### config.mk
export PLATFORM = sky130hd
export DESIGN_NAME = acc_core_p_flat
export DESIGN_NICKNAME = d
export VERILOG_FILES = /design/src/rtl/acc_core_p_if.sv /design/src/rtl/acc_core_p.sv /design/src/flat_wrapper.sv
export SDC_FILE = /design/constraint.sdc
export NUM_CORES = 1
export LEC_CHECK = 0
export CORE_ASPECT_RATIO = 1.25
export CORE_UTILIZATION = 60
export CTS_CLUSTER_DIAMETER = 30
export CTS_CLUSTER_SIZE = 30
export DETAILED_ROUTE_END_ITERATION = 10
export PLACE_DENSITY = 0.82
export SLEW_MARGIN = 20
export SYNTH_ARGS = -nofsm -noshare
export SYNTH_HDL_FRONTEND = slang
export SYNTH_SLANG_ARGS = --single-unit
### constraint.sdc
create_clock -name clk -period 8.3 [get_ports clk]
set_clock_uncertainty 0.05 [all_clocks]
set_input_delay 1.66 -clock clk [delete_from_list [all_inputs] [get_ports clk]]
set_output_delay 1.66 -clock clk [all_outputs]
set_load 0.01 [all_outputs]
### src/rtl/acc_core_p_if.sv
// Handshake bundle between acc_core_p and its instruction sequencer / I/O block.
// The master modport is the feeding side and the slave modport is the core.
interface acc_core_p_if #(
  parameter int WIDTH = 8,
  parameter int NREG  = 8
);
  localparam int AW = $clog2(NREG);
  localparam int IW = 3 + 2 * AW;

  logic [IW-1:0]    instr;
  logic             instr_valid;
  logic             instr_ready;
  logic [WIDTH-1:0] in_data;
  logic             in_valid;
  logic             in_ready;
  logic [WIDTH-1:0] out_data;
  logic             out_valid;
  logic             out_ready;

  modport master (
    output instr, instr_valid, in_data, in_valid, out_ready,
    input  instr_ready, in_ready, out_data, out_valid
  );

  modport slave (
    input  instr, instr_valid, in_data, in_valid, out_ready,
    output instr_ready, in_ready, out_data, out_valid
  );
endinterface

### src/rtl/acc_core_p.sv
// Accumulator execution core: NREG x WIDTH register file (index 0 is A), IN/ADD/MOV/OUT/
// SUB/AND/NOP, carry/zero flags, valid/ready handshakes on instruction, input and output.
module acc_core_p #(
  parameter int WIDTH = 8,
  parameter int NREG  = 8
) (
  input  logic             clk,
  input  logic             rst,
  acc_core_p_if.slave      bus,
  output logic [WIDTH-1:0] acc,
  output logic             carry,
  output logic             zero,
  output logic             busy
);
  localparam int AW = $clog2(NREG);
  localparam int IW = 3 + 2 * AW;

  localparam logic [1:0] S_IDLE    = 2'd0;
  localparam logic [1:0] S_EXEC    = 2'd1;
  localparam logic [1:0] S_WAIT_IN = 2'd2;
  localparam logic [1:0] S_SEND    = 2'd3;

  localparam logic [2:0] OP_IN  = 3'b000;
  localparam logic [2:0] OP_ADD = 3'b001;
  localparam logic [2:0] OP_MOV = 3'b010;
  localparam logic [2:0] OP_OUT = 3'b011;
  localparam logic [2:0] OP_SUB = 3'b100;
  localparam logic [2:0] OP_AND = 3'b101;

  logic [1:0]       state_q, state_d;
  logic [IW-1:0]    instr_q, instr_d;
  logic [WIDTH-1:0] regs_q [NREG];
  logic [WIDTH-1:0] regs_d [NREG];
  logic [WIDTH-1:0] out_data_q, out_data_d;
  logic             carry_q, carry_d;
  logic             zero_q, zero_d;

  logic [2:0]       op, new_op;
  logic [AW-1:0]    dest, src, new_src;
  logic [WIDTH-1:0] operand;
  logic [WIDTH:0]   alu;

  // Fields of the held instruction drive EXEC / WAIT_IN; fields of the incoming one drive accept.
  assign op      = instr_q[IW-1 -: 3];
  assign dest    = instr_q[2*AW-1 -: AW];
  assign src     = instr_q[AW-1:0];
  assign new_op  = bus.instr[IW-1 -: 3];
  assign new_src = bus.instr[AW-1:0];
  assign operand = regs_q[src];

  // NOTE: every variable gets a default before the case so no path through it infers a latch.
  always_comb begin
    state_d    = state_q;
    instr_d    = instr_q;
    regs_d     = regs_q;
    out_data_d = out_data_q;
    carry_d    = carry_q;
    zero_d     = zero_q;
    alu        = '0;

    unique case (state_q)
      S_IDLE: begin
        if (bus.instr_valid) begin
          instr_d = bus.instr;
          if (new_op == OP_IN) begin
            state_d = S_WAIT_IN;
          end else if (new_op == OP_OUT) begin
            out_data_d = regs_q[new_src];
            state_d    = S_SEND;
          end else begin
            state_d = S_EXEC;
          end
        end
      end
      S_EXEC: begin
        state_d = S_IDLE;
        // The extra top bit of alu is carry-out for ADD and borrow for SUB.
        case (op)
          OP_ADD:  alu = {1'b0, regs_q[0]} + {1'b0, operand};
          OP_SUB:  alu = {1'b0, regs_q[0]} - {1'b0, operand};
          OP_AND:  alu = {1'b0, regs_q[0] & operand};
          default: alu = '0;
        endcase
        if (op == OP_ADD || op == OP_SUB || op == OP_AND) begin
          regs_d[0] = alu[WIDTH-1:0];
          carry_d   = alu[WIDTH];
          zero_d    = (alu[WIDTH-1:0] == '0);
        end
        if (op == OP_MOV) begin
          regs_d[dest] = operand;
        end
      end
      S_WAIT_IN: begin
        if (bus.in_valid) begin
          regs_d[dest] = bus.in_data;
          state_d      = S_IDLE;
        end
      end
      S_SEND: begin
        if (bus.out_ready) begin
          state_d = S_IDLE;
        end
      end
      default: state_d = S_IDLE;
    endcase
  end

  // NOTE: the register file is inside the async reset because every register must read zero after reset.
  // NOTE: sequential state uses non-blocking assignments so all flops sample the same pre-edge values.
  always_ff @(posedge clk or negedge rst) begin
    if (!rst) begin
      state_q    <= S_IDLE;
      instr_q    <= '0;
      out_data_q <= '0;
      carry_q    <= 1'b0;
      zero_q     <= 1'b0;
      for (int i = 0; i < NREG; i++) begin
        regs_q[i] <= '0;
      end
    end else begin
      state_q    <= state_d;
      instr_q    <= instr_d;
      out_data_q <= out_data_d;
      carry_q    <= carry_d;
      zero_q     <= zero_d;
      regs_q     <= regs_d;
    end
  end

  // instr_ready is gated by rst so nothing is offered while reset is held.
  assign bus.instr_ready = rst && (state_q == S_IDLE);
  assign bus.in_ready    = (state_q == S_WAIT_IN);
  assign bus.out_valid   = (state_q == S_SEND);
  assign bus.out_data    = out_data_q;
  assign acc             = regs_q[0];
  assign carry           = carry_q;
  assign zero            = zero_q;
  assign busy            = (state_q != S_IDLE);
endmodule

### src/flat_wrapper.sv
// flat-port wrapper written by rule: the top's interface ports become plain ports
module acc_core_p_flat 
#(
  parameter int WIDTH = 8,
  parameter int NREG  = 8
)
  (clk, rst, acc, carry, zero, busy, bus_instr, bus_instr_valid, bus_in_data, bus_in_valid, bus_out_ready, bus_instr_ready, bus_in_ready, bus_out_data, bus_out_valid);
  acc_core_p_if #(.WIDTH(WIDTH), .NREG(NREG)) bus_i ();
  input  logic clk;
  input  logic rst;
  output logic [WIDTH-1:0] acc;
  output logic carry;
  output logic zero;
  output logic busy;
  input wire logic [$bits(bus_i.instr)-1:0] bus_instr;
  input wire logic [$bits(bus_i.instr_valid)-1:0] bus_instr_valid;
  input wire logic [$bits(bus_i.in_data)-1:0] bus_in_data;
  input wire logic [$bits(bus_i.in_valid)-1:0] bus_in_valid;
  input wire logic [$bits(bus_i.out_ready)-1:0] bus_out_ready;
  output wire logic [$bits(bus_i.instr_ready)-1:0] bus_instr_ready;
  output wire logic [$bits(bus_i.in_ready)-1:0] bus_in_ready;
  output wire logic [$bits(bus_i.out_data)-1:0] bus_out_data;
  output wire logic [$bits(bus_i.out_valid)-1:0] bus_out_valid;
  assign bus_i.instr = bus_instr;
  assign bus_i.instr_valid = bus_instr_valid;
  assign bus_i.in_data = bus_in_data;
  assign bus_i.in_valid = bus_in_valid;
  assign bus_i.out_ready = bus_out_ready;
  assign bus_instr_ready = bus_i.instr_ready;
  assign bus_in_ready = bus_i.in_ready;
  assign bus_out_data = bus_i.out_data;
  assign bus_out_valid = bus_i.out_valid;
  acc_core_p #(.WIDTH(WIDTH), .NREG(NREG)) u_core (.clk(clk), .rst(rst), .bus(bus_i), .acc(acc), .carry(carry), .zero(zero), .busy(busy));
endmodule
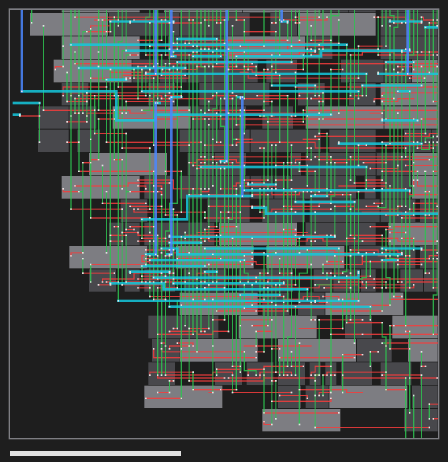
Fig. 1. A small window of the routed layout (run 1).
Scale bar: 20 um. Region (0, 2) to (50, 52) um. Cells in gray, sequential cells in the stronger gray; small squares are vias.
- metal 4: blue
- metal 2: green
- metal 3: cyan
- metal 1: red
- cells with their middle in the window: 113
- most frequent: a22o_1 (25), dfrtp_1 (25), mux4_2 (15)
- sequential cells in the window: 25
- netlist names of flops here include: `u_core.regs_q` (22), `u_core.instr_q` (3)

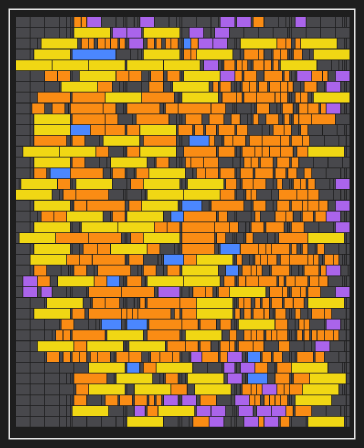
Fig. 2. Cell classes on the final placement (run 1).
Fill, decap, tap and diode cells in gray.
- sequential cells: yellow (cells 85; share of their area 36%)
- combinational and other logic: orange (cells 367; share of their area 52%)
- clock drivers and dummy loads: blue (cells 16; share of their area 3.4%)
- remaining buffers and delay cells: purple (cells 48; share of their area 8.0%)
sequential fraction of total cell area: 35.3%
area inside the core boundary: 8700 um2
final standard cell area without fillers: 6030 um2

==> reports/results.md, run 1 <==
| Quantity | Reported | Unit |
|---|---|---|
| Initial core utilization | 61.7 | % |
| Endpoint of the worst hold path | u_core.carry$_DFFE_PN0P_ | - |
| Antenna violation net count after detailed routing | 0 | - |
| Chip area line of the yosys report | 5370 | um2 |
| Syn Nets | 519 | - |
| Top post-synthesis cells by count | sky130_fd_sc_hd__dfrtp_1, sky130_fd_sc_hd__a22o_1, sky130_fd_sc_hd__nor2_1, sky130_fd_sc_hd__mux4_2, sky130_fd_sc_hd__nand2_1 | - |
| Synthesized instance count | 486 | - |
| Power density of the placed cells | 363 | nW/um2 |
| Number of buffers on the longest clock path | 2 | - |
| Crit path launch type | flop | - |
| Netlist cell types | 63 | - |
| H-tree depth | 3 | - |
| Most common cell in the netlist | sky130_fd_sc_hd__dfrtp_1 | - |
| Number of OpenROAD warnings | 27 | - |
| Mean post-synth cell area | 11.0 | um2 |
| Root buffer selected by CTS | sky130_fd_sc_hd__clkbuf_8 | - |
| Setup slack of the most critical reg-to-reg path | 3.71 | ns |
| Count of maximum capacitance violations | 0 | - |
| Maximum number of pins on one net before global-route repair | 73 | - |
| Insertion delay of the later-clocked pin in the worst-skew pair | 0.37 | ns |
| Cell types with the largest area share after synthesis | sky130_fd_sc_hd__dfrtp_1, sky130_fd_sc_hd__mux4_2, sky130_fd_sc_hd__a22o_1, sky130_fd_sc_hd__mux2i_1, sky130_fd_sc_hd__nor2_1 | - |
| Vias in the first global route | 4404 | - |
| Yosys Instances | 486 | - |
| Number of enable flip-flop cells | 0 | - |
| Tally of buffers added on design ports | 43 | - |
| Ports placed on the boundary | 44 | - |
| Setup repair after global routing missed its margin | false | - |
| Slowest-stage cell, CP | sky130_fd_sc_hd__dfrtp_1 | - |
| Wire length on met1 | 5820 | um |
| Power consumption | 0.00219 | W |
| Number of hold violations in the final report | 0 | - |
| Top achievable clock speed | 0.218 | GHz |
| Number of buffers created by CTS | 9 | - |
| VDD IR max | 0.178 | mV |
| CTS clk-pin slew, worst paths | 0.10 | ns |
| CP delay by family, top | multiplexers | - |
| Count of warnings emitted by yosys | 0 | - |
| Ys flop type | sky130_fd_sc_hd__dfrtp_1 | - |
| Worst r2r src | u_core.instr_q[1]$_DFFE_PN0P_ | - |
| CP Buf/Inv Count | 1 | - |
| Post-CTS setup buffers | 0 | - |
| Initial antenna violation count | 0 | - |
| Cell chain of the critical path | buf_8 -> mux4_2 -> mux2i_1 -> ha_1 -> nor2b_1 -> a32o_1 -> nor2_1 -> xnor2_1 -> ha_1 -> o21ai_0 -> nor2_1 -> o31ai_1 -> nor3_1 -> or3b_2 -> o41ai_2 | - |
| Die span in y | 108 | um |
| Depth of the most critical reg-to-reg path | 15 | - |
| Highest cell delay on the worst timing path | 0.74 | ns |
| Crit Path Max Fanout | 12 | - |
| Result of the run | complete, no violations | - |
| Final setup violation count | 0 | - |
| Vias per cell | 6.93 | - |
| Wire length of the first global-routing pass | 23700 | um |
| Worst endpoint required time | 8.53 | ns |
| Post-cts hold-fix buffer tally | 0 | - |
| DR WL met3 | 1190 | um |
| Time the worst path needs with I/O delays and setup | 4.59 | ns |
| Hold depth | 2 | - |
| Antenna Diode Count | 0 | - |
| Die W | 86.6 | um |
| Uppermost layer routed | met4 | - |
| Transition time of the tightest slew-check pin | 1.18 | ns |
| Number of sinks driven by the clock tree | 85 | - |
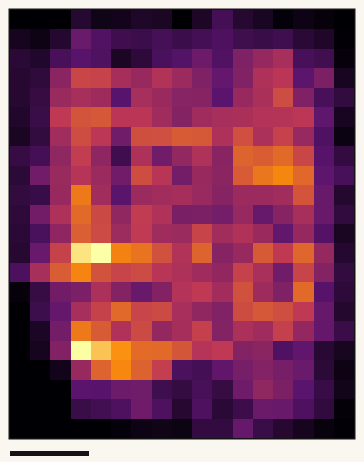
Fig. 3. Wire density map (run 1).
Scale bar: 20 um. 17 x 22 tiles, from black (low) to pale yellow (high), scaled to the fullest tile. Values are wire area over tile area, all layers added.
- nearly empty tiles: 8.0%
- fullest tile: 0.83
- densest ninth of the die: middle
- mean over tiles: 0.27
- tiles over half the peak: 20%
average wire length per cell after detail routing: 23.6 um
vias after detailed routing: 4409
Global Route Usage Sum: 34.8%
Detailed Route WL: 15000 um

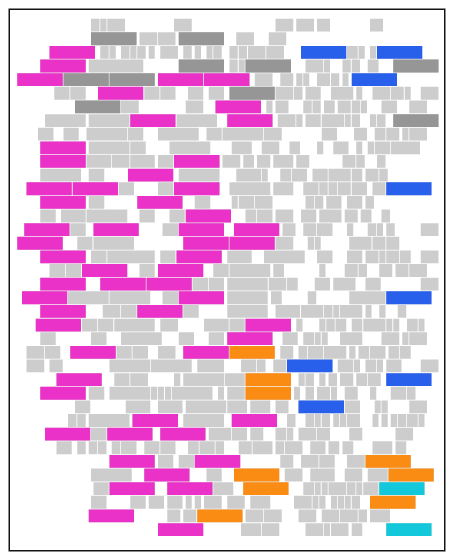
Fig. 4. Where the registers sit (run 1).
Other sequential cells in the stronger gray, the rest of the logic in the fainter gray.
- `u_core.instr_q`: orange (sequential cells 9)
- `u_core.state_q`: cyan (sequential cells 2)
- `u_core.acc`: blue (sequential cells 8)
- `u_core.regs_q`: magenta (sequential cells 56)
final core utilization: 69.3%
Flop+latch power: 0.000704 W
Sequential Area: 2130 um2

## run 1: cells by family (layout without fill, tap and decap cells)
kind of cell,count (synthesis),in the layout,synth area share (%)
buffers and inverters,41,71,3.73
xor gates and xnor gates,10,10,1.63
AOI/OAI and AO/OA,151,151,21.0
DFF,85,85,39.6
muxes,63,63,19.7
and+or+nand+nor,125,125,11.6
adders and majority gates,11,11,2.70
## run 1: cell type report
type	instances	area (um2)
Inverter	7	26.3
Multi-Input combinational cell	360	3050
Timing Repair Buffer	48	473
Clock inverter	7	78.8
Clock buffer	9	124
Tap cell	120	150
Sequential cell	85	2130
Fill cell	646	2670
## run 1: worst max path at each step
stage                                        from                      end  slack, ns  depth (start not counted)
floorplan           u_core.instr_q[1]$_DFFE_PN0P_  u_core.zero$_DFFE_PN0P_       4.53                         15
global placement    u_core.instr_q[1]$_DFFE_PN0P_  u_core.zero$_DFFE_PN0P_       3.72                         14
detailed placement  u_core.instr_q[1]$_DFFE_PN0P_  u_core.zero$_DFFE_PN0P_       3.53                         14
CTS                 u_core.instr_q[1]$_DFFE_PN0P_  u_core.zero$_DFFE_PN0P_       3.54                         14
global route        u_core.instr_q[1]$_DFFE_PN0P_  u_core.zero$_DFFE_PN0P_       3.38                         15
finish              u_core.instr_q[1]$_DFFE_PN0P_  u_core.zero$_DFFE_PN0P_       3.71                         15
## run 1: routing by layer
layer | track usage [%] | vias to the layer above
met5 | 0 | -
met2 | 56.7 | 246
met3 | 6.90 | 45
li1 | - | 1929
met4 | 17.9 | 0
met1 | 44.1 | 2189
## run 1: worst min-delay path, delay by kind of cell (launching register included)
kind / cells / cell delay (ns)
and+or+nand+nor: 1 / 0.05
AOI/OAI and AO/OA: 1 / 0.05
DFF: 1 / 0.35
## run 1: through the flow
stage          hold WS (ns)  cells  area (um2)  setup slack, ns  utilization [%]
2_1_floorplan         0.424    486        5370             4.53                -
3_3_place_gp          0.415    619        5810             3.72             66.8
3_5_place_dp          0.424    619        5810             3.53             66.8
4_1_cts               0.445    635        6010             3.54             69.1
5_1_grt               0.464    636        6030             3.38             69.3
6_report              0.435    636        6030             3.71             69.3
## run 1: sequential cells by signal, indices dropped and copies added, names as in the netlist
| signal | flops |
|---|---|
| u_core.regs_q | 56 |
| u_core.instr_q | 9 |
| u_core.state_q | 2 |
| u_core.acc | 8 |
| u_core.bus.out_data | 8 |
| u_core.carry | 1 |
| u_core.zero | 1 |
## run 1: power by group
part           total, W  internal, W  switching, W
Clock          0.000310     0.000143      0.000166
Sequential     0.000704     0.000524      0.000180
Combinational   0.00117     0.000572      0.000601
Total           0.00219      0.00124      0.000947
Fig. 5: run 1, cell outlines without signal wires
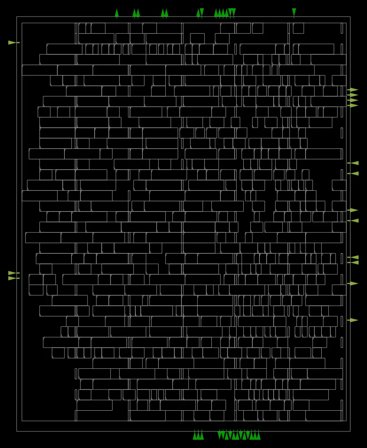

==> inputs of run 2 (changes only) <==
--- a/config.mk
+++ b/config.mk
@@ -6,11 +6,11 @@
 export NUM_CORES = 1
 export LEC_CHECK = 0
 export CORE_ASPECT_RATIO = 1.25
-export CORE_UTILIZATION = 60
+export CORE_UTILIZATION = 53
 export CTS_CLUSTER_DIAMETER = 30
 export CTS_CLUSTER_SIZE = 30
 export DETAILED_ROUTE_END_ITERATION = 10
-export PLACE_DENSITY = 0.82
+export PLACE_DENSITY = 0.77
 export SLEW_MARGIN = 20
 export SYNTH_ARGS = -nofsm -noshare
 export SYNTH_HDL_FRONTEND = slang
==> constraint.sdc (replaced) <==
create_clock -name clk -period 4.05 [get_ports clk]
set_clock_uncertainty 0.05 [all_clocks]
set_input_delay 0.81 -clock clk [delete_from_list [all_inputs] [get_ports clk]]
set_output_delay 0.81 -clock clk [all_outputs]
set_load 0.01 [all_outputs]
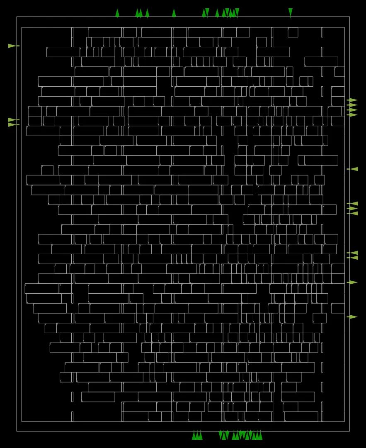
Fig. 6. Cell outlines without signal wires (run 2).
Flops: 85
sequential fraction of total cell area: 33.8%

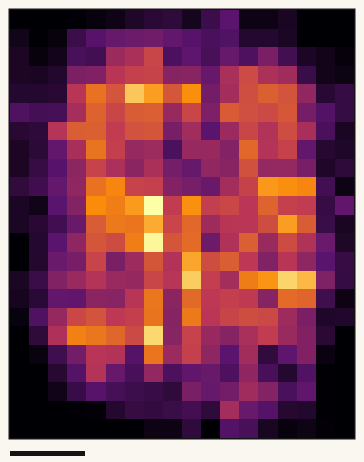
Fig. 7. Wire density map (run 2).
Scale bar: 20 um. 18 x 23 tiles, from black (low) to pale yellow (high), scaled to the fullest tile. Values are wire area over tile area, all layers added.
- tiles over half the peak: 26%
- nearly empty tiles: 11%
- densest ninth of the die: middle
- fullest tile: 0.77
- mean over tiles: 0.25
vias after detailed routing: 4533
Detailed Route WL: 15900 um
average wire length per cell after detail routing: 24.1 um
Global Route Usage Sum: 32.1%

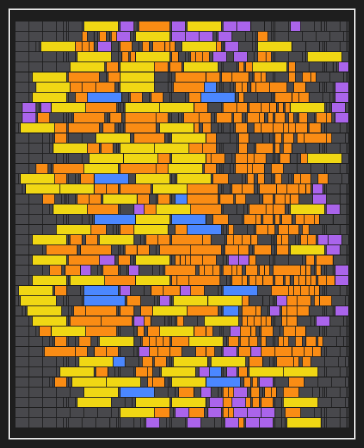
Fig. 8. Cell classes on the final placement (run 2).
Fill, decap, tap and diode cells in gray.
- sequential cells: yellow (cells 85; share of their area 35%)
- combinational and other logic: orange (cells 367; share of their area 50%)
- clock drivers and dummy loads: blue (cells 16; share of their area 5.4%)
- remaining buffers and delay cells: purple (cells 65; share of their area 9.7%)
area inside the core boundary: 9710 um2
std cell rows: 40
final core utilization: 64.8%
final standard cell area without fillers: 6290 um2

==> run 2 against run 1 <==
Worst setup slack got worse by 3.5 ns. Combinational power rose by 120%. Maximum frequency up 20%. Hold slack lost 0.12 ns. Sequential power increased by about 90%. Synthesized cell count is the same. Die size increased by 13%. Register-to-register slack lost 3.5 ns. Sequential cell count unchanged. Critical path depth decreased by 1. Synthesized area did not move. Largest power group unchanged. Highest routed layer unchanged.
==> reports/results.md, run 2 <==
| Quantity | Reported | Unit | Change |
|---|---|---|---|
| Result of the run | complete, no violations | - |  |
| Part of the power in combinational logic | 53.7 | % | about the same |
| Worst setup path class | reg -> reg | - |  |
| Sequential Area | 2130 | um2 | about the same |
| Detailed placer's ending HPWL | 11000 | um |  |
| Initial antenna violation count | 0 | - | unchanged |
| Number of buffers created by CTS | 9 | - | unchanged |
| CTS clk-pin slew, worst paths | 0.07 | ns | -0.03 ns |
| Leakage power | 2.69 | nW |  |
| Total negative slack | 0 | ns |  |
| Root buffer selected by CTS | sky130_fd_sc_hd__clkbuf_16 | - |  |
| Fin worst setup slack | 0.229 | ns | -3.49 ns |
| Antenna Diode Count | 0 | - | unchanged |
| Most common cell in the netlist | sky130_fd_sc_hd__dfrtp_1 | - |  |
| VDD IR max | 0.459 | mV | +160% |
| Layout filler cell count | 757 | - | +17% |
| Internal power | 0.00287 | W | +130% |
| Ports placed on the boundary | 44 | - | unchanged |
| Transition time of the tightest slew-check pin | 1.10 | ns | -0.0765 ns |
| Switching share of power | 41.2 | % | -2.1 points |
| Mean post-synth cell area | 11.0 | um2 | unchanged |
| Netlist cell types | 63 | - | unchanged |
| Combinational gate area | 3050 | um2 | +0.16% |
| Largest register by flop count | u_core.regs_q | - |  |
| Tally of buffers added on design ports | 43 | - | unchanged |
| Ys flop type | sky130_fd_sc_hd__dfrtp_1 | - |  |
| Count of warnings emitted by yosys | 0 | - | unchanged |
| Initial core utilization | 55.3 | % | -6.4 points |
| Yosys Instances | 486 | - | unchanged |
| Worst setup startpoint | u_core.instr_q[1]$_DFFE_PN0P_ | - |  |
| Cell types with the largest area share after synthesis | sky130_fd_sc_hd__dfrtp_1, sky130_fd_sc_hd__mux4_2, sky130_fd_sc_hd__a22o_1, sky130_fd_sc_hd__mux2i_1, sky130_fd_sc_hd__nor2_1 | - |  |
| Chip area line of the yosys report | 5370 | um2 | unchanged |
| Setup repair after global routing missed its margin | false | - |  |
| Die W | 92 | um | +6.2% |
| Initial DRT Pass Iterations | 5 | - |  |
| Sequential cell fraction of total power | 27.4 | % | -4.8 points |
| Total standard cell area after synthesis | 5370 | um2 |  |
| Post-CTS setup buffers | 0 | - | unchanged |
| Largest register FFs | 56 | - | unchanged |
| Number of sinks driven by the clock tree | 85 | - | unchanged |
| Vias in the first global route | 4475 | - | +1.6% |
| Wire length of the first global-routing pass | 24900 | um | +4.7% |
| Die span in y | 115 | um | +6.3% |
| Final setup violation count | 0 | - | unchanged |
| Time the worst path needs with I/O delays and setup | 3.82 | ns | -0.765 ns |
| Vias per cell | 6.88 | - | -0.78% |
| Switching power total | 0.00201 | W | +110% |
| Number of OpenROAD warnings | 27 | - | unchanged |
| Regs by FF count | u_core.regs_q (56), u_core.instr_q (9) | - |  |
| Setup slack of the most critical reg-to-reg path | 0.23 | ns | -3.49 ns |
| Crit path launch type | flop | - |  |
| Critical Path AT | 4.02 | ns |  |
| Crit. End Element | flop | - |  |
| Die Area | 10500 | um2 |  |
| Syn Nets | 519 | - | unchanged |
| Antenna violation net count after detailed routing | 0 | - | unchanged |
| Worst slack after detailed placement | 0.145 | ns | -3.39 ns |
| H-tree depth | 3 | - | unchanged |
| Area grow syn2layout | 17.3 | % |  |
| Leading area contributor after synthesis | sky130_fd_sc_hd__dfrtp_1 | - |  |
| Synthesized instance count | 486 | - | unchanged |
| Clock Power Share | 18.9 | % | +4.7 points |
| Insertion delay of the later-clocked pin in the worst-skew pair | 0.35 | ns | -0.02 ns |
| Number of buffers on the longest clock path | 2 | - | unchanged |
| Worst r2r src | u_core.instr_q[1]$_DFFE_PN0P_ | - |  |
| Number of enable flip-flop cells | 0 | - | unchanged |
| Final Max-Slew Violation Tally | 0 | - |  |
| Number of hold violations in the final report | 0 | - | unchanged |
| Count of maximum capacitance violations | 0 | - | unchanged |
| TritonCTS clock tree | done | - |  |
| DRC violations left | 0 | - |  |
| Crit Path Max Fanout | 5 | - | -7 |
| Maximum number of pins on one net before global-route repair | 64 | - | -12% |
| Power density of the placed cells | 775 | nW/um2 | +110% |
| Top post-synthesis cells by count | sky130_fd_sc_hd__dfrtp_1, sky130_fd_sc_hd__a22o_1, sky130_fd_sc_hd__nor2_1, sky130_fd_sc_hd__mux4_2, sky130_fd_sc_hd__nand2_1 | - |  |
| Top achievable clock speed | 0.262 | GHz | +20% |
| Worst endpoint required time | 4.25 | ns | -4.28 ns |
-- run 2: cell counts after synthesis --
No cell type changed its count.
-- run 2: cells by family (layout without fill, tap and decap cells) --
logic type	Yosys count	count (layout)	share of synthesized area, %
muxes	63	63	19.7
xor gates and xnor gates	10	10	1.63
AOI/OAI and AO/OA	151	151	21.0
and+or+nand+nor	125	125	11.6
buffers and inverters	41	88	3.73
adders and majority gates	11	11	2.70
DFF	85	85	39.6
-- run 2: power by group through the flow --
stage               Sequential (W)  Clock [W]  Combinational, W
global route               0.00136   0.000964           0.00284
CTS                        0.00132   0.000929           0.00259
finish                     0.00134   0.000923           0.00262
detailed placement         0.00133          0           0.00256
global placement           0.00132          0           0.00252
floorplan                  0.00127          0           0.00188
-- run 2: critical path: stages, from the launching register on --
cell and delay, ns:
sky130_fd_sc_hd__dfrtp_2 0.46, sky130_fd_sc_hd__mux4_2 0.51, sky130_fd_sc_hd__mux2i_1 0.23, sky130_fd_sc_hd__ha_1 0.24, sky130_fd_sc_hd__nor2b_1 0.15, sky130_fd_sc_hd__a32o_1 0.26, sky130_fd_sc_hd__nor2_1 0.07, sky130_fd_sc_hd__xnor2_1 0.13
sky130_fd_sc_hd__ha_1 0.32, sky130_fd_sc_hd__o21ai_0 0.10, sky130_fd_sc_hd__nor2_1 0.09, sky130_fd_sc_hd__o31ai_1 0.33, sky130_fd_sc_hd__nor3_1 0.11, sky130_fd_sc_hd__or3b_2 0.49, sky130_fd_sc_hd__o41ai_2 0.20
-- run 2: final cells by class --
cell class,instances,area share [%]
sequential,85,33.8
timing repair buffer,65,9.48
inverter,7,0.417
clock buffer,9,3.58
clock inverter,7,1.69
tap,126,2.50
multi-input combinational,360,48.5
-- run 2: worst paths after layout --
| kind | to | depth (start not counted) |
|---|---|---|
| max reg2reg | u_core.zero$_DFFE_PN0P_ | 14 |
| min | u_core.acc[5]$_DFFE_PN0P_ | 1 |
| max in group asynchronous | u_core.instr_q[1]$_DFFE_PN0P_ | 2 |
| max | u_core.zero$_DFFE_PN0P_ | 14 |
| min reg2reg | u_core.carry$_DFFE_PN0P_ | 2 |
| min in group clk | u_core.carry$_DFFE_PN0P_ | 2 |
-- run 2: layer usage --
| metal | vias to the layer above | wire length [um] | GRT usage (%) |
|---|---|---|---|
| met5 | - | 0 | 0 |
| met4 | 0 | 776 | 19.2 |
| met3 | 52 | 1110 | 6.57 |
| met2 | 251 | 7830 | 52.1 |
| met1 | 2265 | 6140 | 39.7 |
| li1 | 1965 | - | - |
-- run 2: repair_timing --
item                                    4_1_cts  5_1_grt
endpoints found under the setup margin        0        1
hold buffers                                  0        0
gates resized                                 0        2
-- run 2: per-stage QoR --
stage	instances	hold WS [ns]	total power (W)	cell area, um2
after floorplan	486	0.424	0.00315	5370
after global placement	643	0.416	0.00384	5950
after detailed placement	643	0.422	0.00389	5950
after CTS	659	0.320	0.00484	6280
after global routing	659	0.330	0.00517	6290
final	659	0.312	0.00488	6290
No activity file was given, so power comes from the tool's default toggle rates.
